==> config.mk <==
export PLATFORM = sky130hd
export DESIGN_NAME = mem_arbiter_flat
export DESIGN_NICKNAME = d
export VERILOG_FILES = /design/src/rtl/mem_arbiter_if.sv /design/src/rtl/mem_arbiter.sv /design/src/flat_wrapper.sv
export SDC_FILE = /design/constraint.sdc
export NUM_CORES = 1
export LEC_CHECK = 0
export CAP_MARGIN = 20
export CORE_AREA = 10 10 282 284
export DETAILED_ROUTE_END_ITERATION = 7
export DIE_AREA = 0 0 292 294
export PLACE_DENSITY_LB_ADDON = 0.08
export SYNTH_ARGS = -nofsm -noshare
export SYNTH_HDL_FRONTEND = slang
export SYNTH_SLANG_ARGS = --single-unit
export TNS_END_PERCENT = 30
==> constraint.sdc <==
create_clock -name clk -period 3.6 [get_ports clk]
set_input_delay 0.36 -clock clk [delete_from_list [all_inputs] [get_ports clk]]
set_output_delay 0.36 -clock clk [all_outputs]
set_load 0.005 [all_outputs]
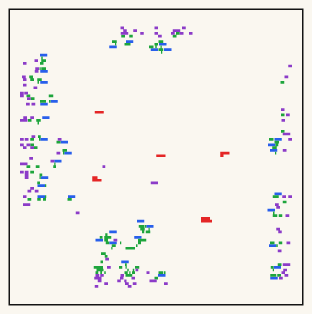
**Above:** placed cells, one colour a class.
Drawn at 1 px/micron.
Key: purple = remaining buffers and delay cells [cells 106]; green = combinational and other logic [cells 129]; red = clock drivers and dummy loads [cells 8]; blue = sequential cells [cells 35]
final instance area: 4190 sq um
Final Util: 0.0567
area of the core: 73900 sq um
Core Rows: 100
sequential share of cell area: 0.167

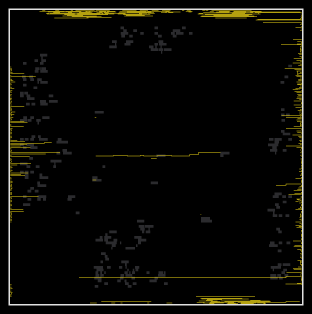
**Above:** metal 3.
Drawn at 1 px/micron.
256 nets have wire on it. The wires run mostly horizontal. The layer holds 22% of the routed length.
routed vias: 2193
grt met3 use: 0.0381
total wire length: 16700 microns

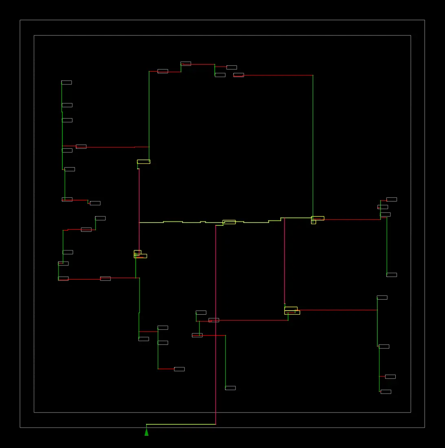
**Above:** clock nets.
seq_cells: 35
Sink Count: 35
CTS buffer count: 5

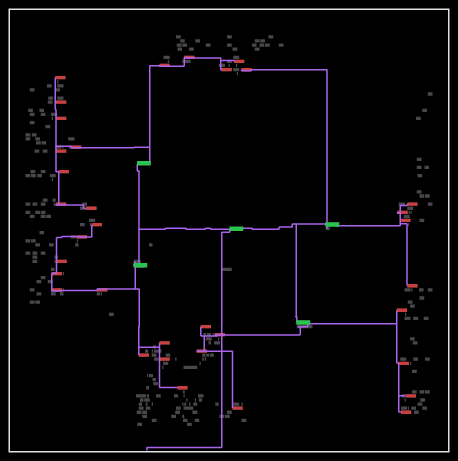
**Above:** clock distribution.
Drawn at 1.5 px/micron.
Key: red = flip-flops [count 35]; purple = clock wires [length 1610 microns]; green = clock drivers [count 5]
There are 6 routed clock nets.
Clock net power: 613 uW
Setup Skew: 0.00752 ns

==> results.txt <==
run metrics: Top cell by count, worst path=clkdlybuf4s50_1, top cells by area=buf_4 62%, dfxtp_1 15%, mux2i_1 6.2%, a211oi_2 5.3%, nor2_1 2.6%, Largest logic family=buffers and inverters, share of layout cells above drive strength 1=0.158, Layout area overhead=-11.0%, Post-synth EDFFs=0, RePlAce Congestion=0.590, Net Sw Power=roughly 850 uW, syn_nets=885, Internal=about 1.4 mW, Leak=1.19 nW, Top FF cell, synth=dfxtp_1, number of setup buffers added after CTS=0, slack of the critical path=around 1.1 ns, switching share of power=0.381, Mapped Area=roughly 4700 sq um, Worst-Margin Slew=0.735 ns, peak fanout along the critical path=21, min Tclk post-route=2.53 ns, io pins=between 700 and 800, outcome=completed, grt ovf=0, first-pass GRT wire length=21500 microns, hpwl dp=~13000 microns
cell families after synthesis:
| logic type | Yosys count |
|---|---|
| DFF | 35 |
| AOI/OAI and AO/OA | 39 |
| adders and majority gates | 2 |
| muxes | 30 |
| and+or+nand+nor | 53 |
| buffers and inverters | 403 |
metrics by stage:
| stage | cells | hold slack, ns | power (mW) | utilization |
|---|---|---|---|---|
| 4_1_cts | 1247 | 0.490 | 2.37 | 0.0567 |
| 3_3_place_gp | 1239 | 0.473 | 1.68 | 0.0543 |
| 6_report | 1247 | 0.490 | 2.23 | 0.0567 |
| 3_5_place_dp | 1239 | 0.473 | 1.68 | 0.0543 |
| 5_1_grt | 1247 | 0.509 | 2.44 | 0.0567 |
| 2_1_floorplan | 562 | 0.440 | 1.50 | - |
power by group through the flow:
stage	Combinational (mW)	Sequential [mW]	Clock, mW
finish	1.00	0.618	0.613
global route	1.12	0.641	0.683
CTS	1.05	0.624	0.688
detailed placement	1.05	0.628	0
global placement	1.04	0.640	0
floorplan	0.892	0.608	0
layout by cell type, fill, tap and decap left out, types with 3 or more instances in the layout:
master           instances
mux2i_1                 29
nand2_1                  4
a211oi_1                 8
clkbuf_16                5
buf_4                    3
nor2_1                  33
inv_1                    4
a211oi_2                20
nor3b_1                  3
clkdlybuf4s50_1        101
dfxtp_1                 35
area by class of cell:
cell class              instances  area [sq um]  area share
multi-input cells             124          1030       0.245
inverters                       5          18.8     0.00447
flip-flops and latches         35           701       0.167
well taps                     969          1210       0.289
clock inverters                 2          38.8     0.00925
repair buffers                106          1060       0.252
clock buffers                   6           139      0.0331
critical path: cells and delay by family:
family,cells,cell delay [ns]
compound gates,1,0.09
buf+inv,3,1.40
simple gates,1,0.32
routing by layer:
metal  routed length [microns]  track usage  up-vias
met5                       108      0.00986        -
met4                      1730       0.0438        4
met3                      3670       0.0381      152
met2                      6680       0.0492      352
met1                      4470       0.0264      845
li1                          -            -      840
Power figures rest on the tool's default switching activity, not on a simulated workload.
